**Clock wires, drivers and flops**

Scale bar: 100 um.
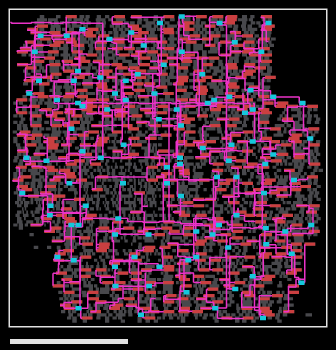
**Register map, names as in the netlist**

Scale bar: 100 um. Other sequential cells in the stronger grey, the rest of the logic in the fainter grey.
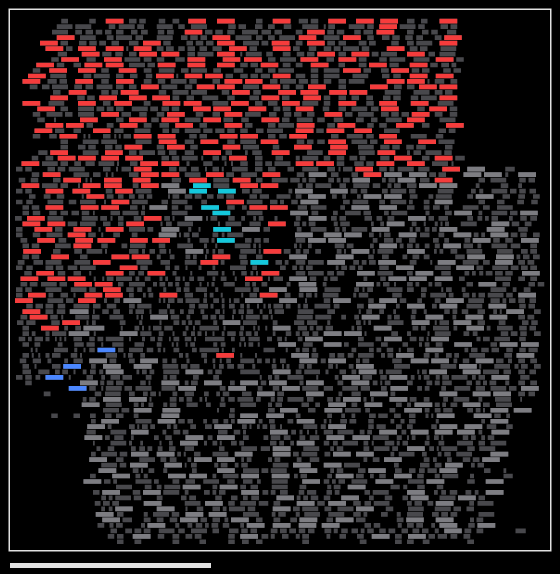
**Placement by cell class**

Fill, decap, tap and diode cells in grey.
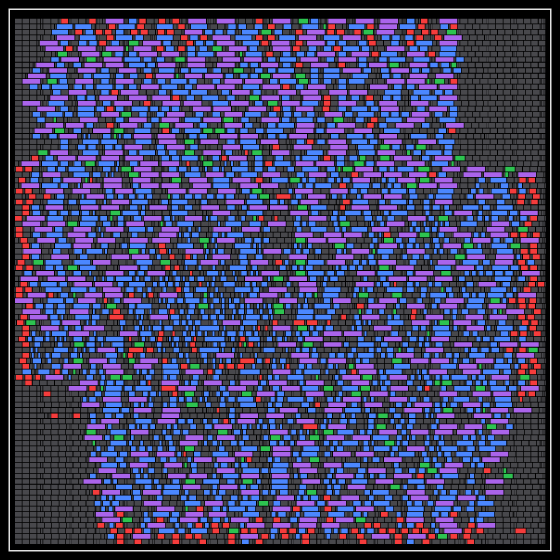
**Routed metal, one colour a layer**

Scale bar: 100 um. Only two layers are drawn.
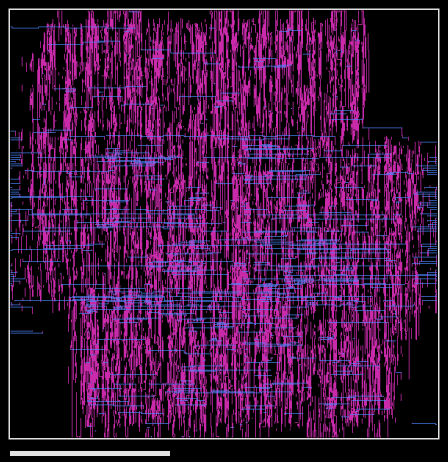
`src/rtl/biriscv_fetch_queue.sv`:
```
// Instruction queue between fetch and decode: trims fetch packets into
// per-instruction entries and issues them in program order.
module biriscv_fetch_queue #(
    parameter int FETCH_LANES = 2,
    parameter int ISSUE_WIDTH = 2,
    parameter int DEPTH       = 8,
    parameter int DEPTH_W     = 3
) (
    input  logic                     clk_i,
    input  logic                     rst_ni,
    input  logic                     flush_i,
    input  logic                     fetch_in_valid_i,
    output logic                     fetch_in_accept_o,
    input  logic [32*FETCH_LANES-1:0] fetch_in_instr_i,
    input  logic [31:0]              fetch_in_pc_i,
    input  logic [FETCH_LANES-1:0]   fetch_in_pred_branch_i,
    input  logic                     fetch_in_fault_fetch_i,
    input  logic                     fetch_in_fault_page_i,
    output logic [ISSUE_WIDTH-1:0]   out_valid_o,
    input  logic [ISSUE_WIDTH-1:0]   out_accept_i,
    output logic [32*ISSUE_WIDTH-1:0] out_instr_o,
    output logic [32*ISSUE_WIDTH-1:0] out_pc_o,
    output logic [ISSUE_WIDTH-1:0]   out_fault_fetch_o,
    output logic [ISSUE_WIDTH-1:0]   out_fault_page_o,
    output logic [ISSUE_WIDTH-1:0]   out_pred_taken_o,
    output logic [DEPTH_W:0]         level_o
);

    localparam int LANE_W = (FETCH_LANES > 1) ? $clog2(FETCH_LANES) : 1;
    localparam int CNT_W  = DEPTH_W + 1;

    typedef logic [CNT_W-1:0] cnt_t;
    localparam cnt_t DEPTH_C = cnt_t'(DEPTH);
    localparam cnt_t LANES_C = cnt_t'(FETCH_LANES);

    logic [31:0]        instr_q [DEPTH];
    logic [31:0]        pc_q    [DEPTH];
    logic [DEPTH-1:0]   ff_q;
    logic [DEPTH-1:0]   fp_q;
    logic [DEPTH-1:0]   pt_q;

    logic [DEPTH_W-1:0] head_q, head_d;
    logic [DEPTH_W-1:0] tail_q, tail_d;
    cnt_t               count_q, count_d;

    logic [LANE_W-1:0]  start_w;
    logic [LANE_W-1:0]  end_w;
    logic               found_w;
    logic               fault_w;
    logic               push_en;
    cnt_t               push_cnt;
    cnt_t               pop_cnt;
    logic               run_w;

    logic [FETCH_LANES-1:0] wr_en;
    logic [DEPTH_W-1:0]     wr_idx [FETCH_LANES];
    logic [DEPTH_W-1:0]     rd_idx [ISSUE_WIDTH];

    // Free space is judged on the registered count only; pops are not credited
    assign fetch_in_accept_o = rst_ni & ~flush_i &
                               ((DEPTH_C - count_q) >= LANES_C);

    assign start_w = (FETCH_LANES == 1) ? '0 : fetch_in_pc_i[LANE_W+1:2];
    assign fault_w = fetch_in_fault_fetch_i | fetch_in_fault_page_i;
    assign push_en = fetch_in_valid_i & fetch_in_accept_o;
    assign level_o = count_q;

    always_comb begin
        end_w   = LANE_W'(FETCH_LANES - 1);
        found_w = 1'b0;
        for (int k = 0; k < FETCH_LANES; k++) begin
            if (!found_w && (LANE_W'(k) >= start_w) &&
                fetch_in_pred_branch_i[k]) begin
                end_w   = LANE_W'(k);
                found_w = 1'b1;
            end
        end
    end

    always_comb begin
        push_cnt = '0;
        if (push_en) begin
            if (fault_w) push_cnt = cnt_t'(1);
            else         push_cnt = cnt_t'(end_w - start_w) + cnt_t'(1);
        end
    end

    always_comb begin
        for (int k = 0; k < FETCH_LANES; k++) begin
            wr_en[k]  = push_en & ~fault_w &
                        (LANE_W'(k) >= start_w) & (LANE_W'(k) <= end_w);
            wr_idx[k] = tail_q + DEPTH_W'(LANE_W'(k) - start_w);
        end
    end

    always_comb begin
        for (int j = 0; j < ISSUE_WIDTH; j++) begin
            rd_idx[j]                = head_q + DEPTH_W'(j);
            out_valid_o[j]           = cnt_t'(j) < count_q;
            out_instr_o[32*j +: 32]  = instr_q[rd_idx[j]];
            out_pc_o[32*j +: 32]     = pc_q[rd_idx[j]];
            out_fault_fetch_o[j]     = ff_q[rd_idx[j]];
            out_fault_page_o[j]      = fp_q[rd_idx[j]];
            out_pred_taken_o[j]      = pt_q[rd_idx[j]];
        end
    end

    // Only an unbroken run of accepts from lane 0 retires entries
    always_comb begin
        pop_cnt = '0;
        run_w   = 1'b1;
        for (int j = 0; j < ISSUE_WIDTH; j++) begin
            if (run_w && out_valid_o[j] && out_accept_i[j])
                pop_cnt = pop_cnt + cnt_t'(1);
            else
                run_w = 1'b0;
        end
        if (flush_i) pop_cnt = '0;
    end

    always_comb begin
        head_d  = head_q + pop_cnt[DEPTH_W-1:0];
        tail_d  = tail_q + push_cnt[DEPTH_W-1:0];
        count_d = count_q + push_cnt - pop_cnt;
        if (flush_i) begin
            head_d  = '0;
            tail_d  = '0;
            count_d = '0;
        end
    end

    always_ff @(posedge clk_i or negedge rst_ni) begin
        if (!rst_ni) begin
            head_q  <= '0;
            tail_q  <= '0;
            count_q <= '0;
        end else begin
            head_q  <= head_d;
            tail_q  <= tail_d;
            count_q <= count_d;
        end
    end

    always_ff @(posedge clk_i or negedge rst_ni) begin
        if (!rst_ni) begin
            for (int i = 0; i < DEPTH; i++) begin
                instr_q[i] <= '0;
                pc_q[i]    <= '0;
            end
            ff_q <= '0;
            fp_q <= '0;
            pt_q <= '0;
        end else if (push_en) begin
            if (fault_w) begin
                instr_q[tail_q] <= '0;
                pc_q[tail_q]    <= fetch_in_pc_i;
                ff_q[tail_q]    <= fetch_in_fault_fetch_i;
                fp_q[tail_q]    <= fetch_in_fault_page_i;
                pt_q[tail_q]    <= 1'b0;
            end else begin
                for (int k = 0; k < FETCH_LANES; k++) begin
                    if (wr_en[k]) begin
                        instr_q[wr_idx[k]] <= fetch_in_instr_i[32*k +: 32];
                        pc_q[wr_idx[k]]    <= {fetch_in_pc_i[31:LANE_W+2],
                                               LANE_W'(k), 2'b00};
                        ff_q[wr_idx[k]]    <= 1'b0;
                        fp_q[wr_idx[k]]    <= 1'b0;
                        pt_q[wr_idx[k]]    <= (LANE_W'(k) == end_w) &
                                              fetch_in_pred_branch_i[k];
                    end
                end
            end
        end
    end

endmodule

```
`config.mk`:
```
export PLATFORM = sky130hd
export DESIGN_NAME = biriscv_fetch_queue
export DESIGN_NICKNAME = d
export VERILOG_FILES = /design/src/rtl/biriscv_fetch_queue.sv
export SDC_FILE = /design/constraint.sdc
export NUM_CORES = 2
export LEC_CHECK = 0
export CELL_PAD_IN_SITES_DETAIL_PLACEMENT = 1
export CELL_PAD_IN_SITES_GLOBAL_PLACEMENT = 2
export CORE_MARGIN = 2
export CORE_UTILIZATION = 46
export CTS_BUF_LIST = sky130_fd_sc_hd__clkbuf_8
export DETAILED_ROUTE_END_ITERATION = 10
export PLACE_DENSITY = 0.85
export RECOVER_POWER = 100
export SLEW_MARGIN = 30
export SYNTH_ARGS = -nofsm -noshare
export SYNTH_HDL_FRONTEND = slang
export SYNTH_SLANG_ARGS = --single-unit
export TNS_END_PERCENT = 50
```
`constraint.sdc`:
```
create_clock -name clk_i -period 8.2 [get_ports clk_i]
set_input_delay 2.05 -clock clk_i [delete_from_list [all_inputs] [get_ports clk_i]]
set_output_delay 2.05 -clock clk_i [all_outputs]
set_load 0.02 [all_outputs]
```
==> reports/qor_table.md <==
| Item | Value | Unit |
|---|---|---|
| Total of cells resized after clock tree synthesis | 0 | - |
| Total congestion overflow after global routing | 0 | - |
| End-of-flow core utilization | 54.1 | % |
| Proportion of power drawn by flip-flops and latches | 34.5 | % |
| Post-synthesis area per instance | 13.3 | um2 |
| Clock group | 2.60 | mW |
| Achievable Freq | 137 | MHz |
| Compound Share, Synth | 15.1 | % |
| Leakage power | 16.6 | nW |
| Internal Pwr Total | 6.83 | mW |
| Inverter count | 29 | - |
| Top FF cell, synth | dfrtp_1 | - |
| Share of the synthesized area in the top cell type | 42.6 | % |
| Comb area | 17400 | um2 |
| Total core area | 68800 | um2 |
| Required time worst endpoint | 6150 | ps |
| Reg-to-reg endpoint | fp_q[2] | - |
| Top cells excl fill/tap | 543 x dfrtp_1, 311 x mux2_2, 268 x mux4_2 | - |
| Post-synthesis share of cell area spent on and, or, nand and nor gates | 5.61 | % |
| Slack of the critical path | 898 | ps |
| Count of port buffers added during placement | 246 | - |
| Largest cell class | multi-input combinational cells | - |
| Gate power share | 41.3 | % |
| Number of maximum-capacitance violations | 27 | - |
| CTS tree | yes | - |
| Launching element type of the critical path | flop | - |
| Final setup violation count | 0 | - |
| Fraction of synthesis flops using an asynchronous set or reset pin | 100 | % |
| Post-route cell area | 37300 | um2 |
| Distinct cell type count of the synthesized netlist | 62 | - |
| Vias/cell | 6.85 | - |
| Setup Buffers After CTS | 0 | - |
| Total power after layout | 10.7 | mW |
| Worst slew margin | -195 | % |
| Timing endpoint of the critical path | out_pred_taken_o[1] | - |
| HPWL after detailed placement | 65.5 | mm |
| Launching point of the worst reg2reg path | level_o[1] | - |
| Max Used Layer | met5 | - |
| Met3 global-route usage | 6.30 | % |
| Filler cell count in the final layout | 6694 | - |
| RSZ-0062 raised after global routing | no | - |
| Critical Path Slowest Stage Cell | dfrtp_2 | - |
| Setup TNS | 0 | ps |
| Fraction of layout instances using a drive strength above 1 | 30.9 | % |
| Register share of the cell area | 36.7 | % |
| Metal3 WL | 8.31 | mm |
| Seq power | 3.70 | mW |
| Kind of cell adding the most delay to the critical path | flip-flops | - |
| Count of instantiated cells in the yosys netlist | 2411 | - |
| Pre-placement core utilization | 46.6 | % |
| Synthesized netlist net count | 2538 | - |
| Slew of the pin with the lowest slew margin | 4430 | ps |
| Number of vias after detailed routing | 24.4k | - |
| Crit. End Element | output port | - |
| Layout Skew | 34.1 | ps |
| Highest-power group | combinational logic | - |
| First-pass DRT Iterations | 5 | - |
| Worst Setup Path Type | flop to output port | - |
| Count of standard-cell rows | 96 | - |
| DIE AREA | 71800 | um2 |
| Max incr delay on CP | 1420 | ps |
| Met1 WL | 44.3 | mm |
| Layout clock area frac | 5.25 | % |
| Worst-path cell chain | ha_4 > xor2_2 > buf_12 > mux2_2 > dlygate4sd3_1 | - |
| Number of clock buffer instances in the layout | 125 | - |
| Combinational cell power | 4.43 | mW |
| Total number of tap cells | 931 | - |
| Logic gate fraction of the total cell area | 46.6 | % |
| Top non-seq family | multiplexers | - |
| Wire length on met2 | 52.5 | mm |
| Most common logic cell in the routed design | dfrtp_1 | - |
| Layer with the highest usage after global routing | met2 | - |
| Pwr Density | 288 | nW/um2 |
| Post-Synthesis Cells | 2411 | - |
| Violated checks | capacitance limit, slew limit | - |
| Initial antenna violation count | 11 | - |
| Chip Height | 268 | um |
| Post-synthesis sequential area ratio | 42.6 | % |
| Placed standard-cell area | 35500 | um2 |
| Combinational gates | 1559 | - |
| Highest fanout seen on the critical path | 49 | - |
| Area share of fa/ha/maj cells after synthesis | 0.936 | % |
| Maximum number of pins on one net before global-route repair | 121 | - |
| Clock buffer count from CTS | 101 | - |
| Antenna viol nets, final | 0 | - |
| Start point of the critical path | head_q[1] | - |
| Maximum clock insertion buffer count | 3 | - |
| Inst Count DP | 3377 | - |
| Area taken by flip-flops and latches | 13700 | um2 |
| Pre-CTS setup slack | 1730 | ps |
| Critical path arrival | 5250 | ps |
| Worst-skew pair later-pin latency | 730 | ps |
| Non-filler cells, final | 3558 | - |
| Yosys Warn Count | 0 | - |
| Worst Hold Margin | 493 | ps |
| Synth cell count leaders | 546 x dfrtp_1, 325 x mux2_2, 268 x mux4_2, 160 x a221o_1, 141 x clkbuf_1 | - |
| Number of antenna diodes | 7 | - |
| Cell type with the highest aggregate area in the netlist | dfrtp_1 | - |
| Number of signal-net buffers in the layout | 313 | - |
| Routed len/inst | 30.7 | um |
| Global placer's final weighted congestion | 0.861 | - |
| Net switching power | 3.90 | mW |
| Violation count after the first detailed-route iteration | 2315 | - |
| Layout sequential cell count | 546 | - |
| Final hold violation count | 0 | - |
| Count of flip-flops with a built-in enable after synthesis | 0 | - |
| I/O pin total | 247 | - |
| Post-synthesis sequential element count | 546 | - |
| Area growth syn-to-layout | 16.2 | % |
| Depth of the worst register-to-register path | 9 | - |
| Number of max-slew violations in the final report | 1170 | - |
| Outcome | finished, violations left | - |
| Clock transition at path regs | 60 | ps |
| Mux share of post-synthesis cell area | 31.5 | % |
| TritonCTS Sinks | 546 | - |
| Routed wire length | 109 | mm |
| Final nets | 2677 | - |
-- 'clock wires, drivers and flops' (at the start) --
[magenta] clock wires | length: 8600 um
[red] flip-flops | count: 546
[cyan] cells driving clock nets | count: 101
routed clock nets: 102

-- 'register map, names as in the netlist' (at the start) --
| colour | netlist name | placed flops |
|---|---|---|
| red | pc_q | 256 |
| blue | level_o | 4 |
| cyan | ff_q | 8 |
not coloured: 278

-- 'placement by cell class' (at the start) --
| colour | class | cells | share of their area |
|---|---|---|---|
| green | clock drivers and dummy loads | 173 | 5.4% |
| red | other buffers and delay cells | 313 | 8.3% |
| purple | flip-flops | 546 | 38% |
| blue | all other logic | 1588 | 48% |

-- 'routed metal, one colour a layer' (at the start) --
| colour | layer | wire length |
|---|---|---|
| blue | met3 | 8310 um |
| magenta | met2 | 52.5 mm |

No activity file was given, so power comes from the tool's default toggle rates.
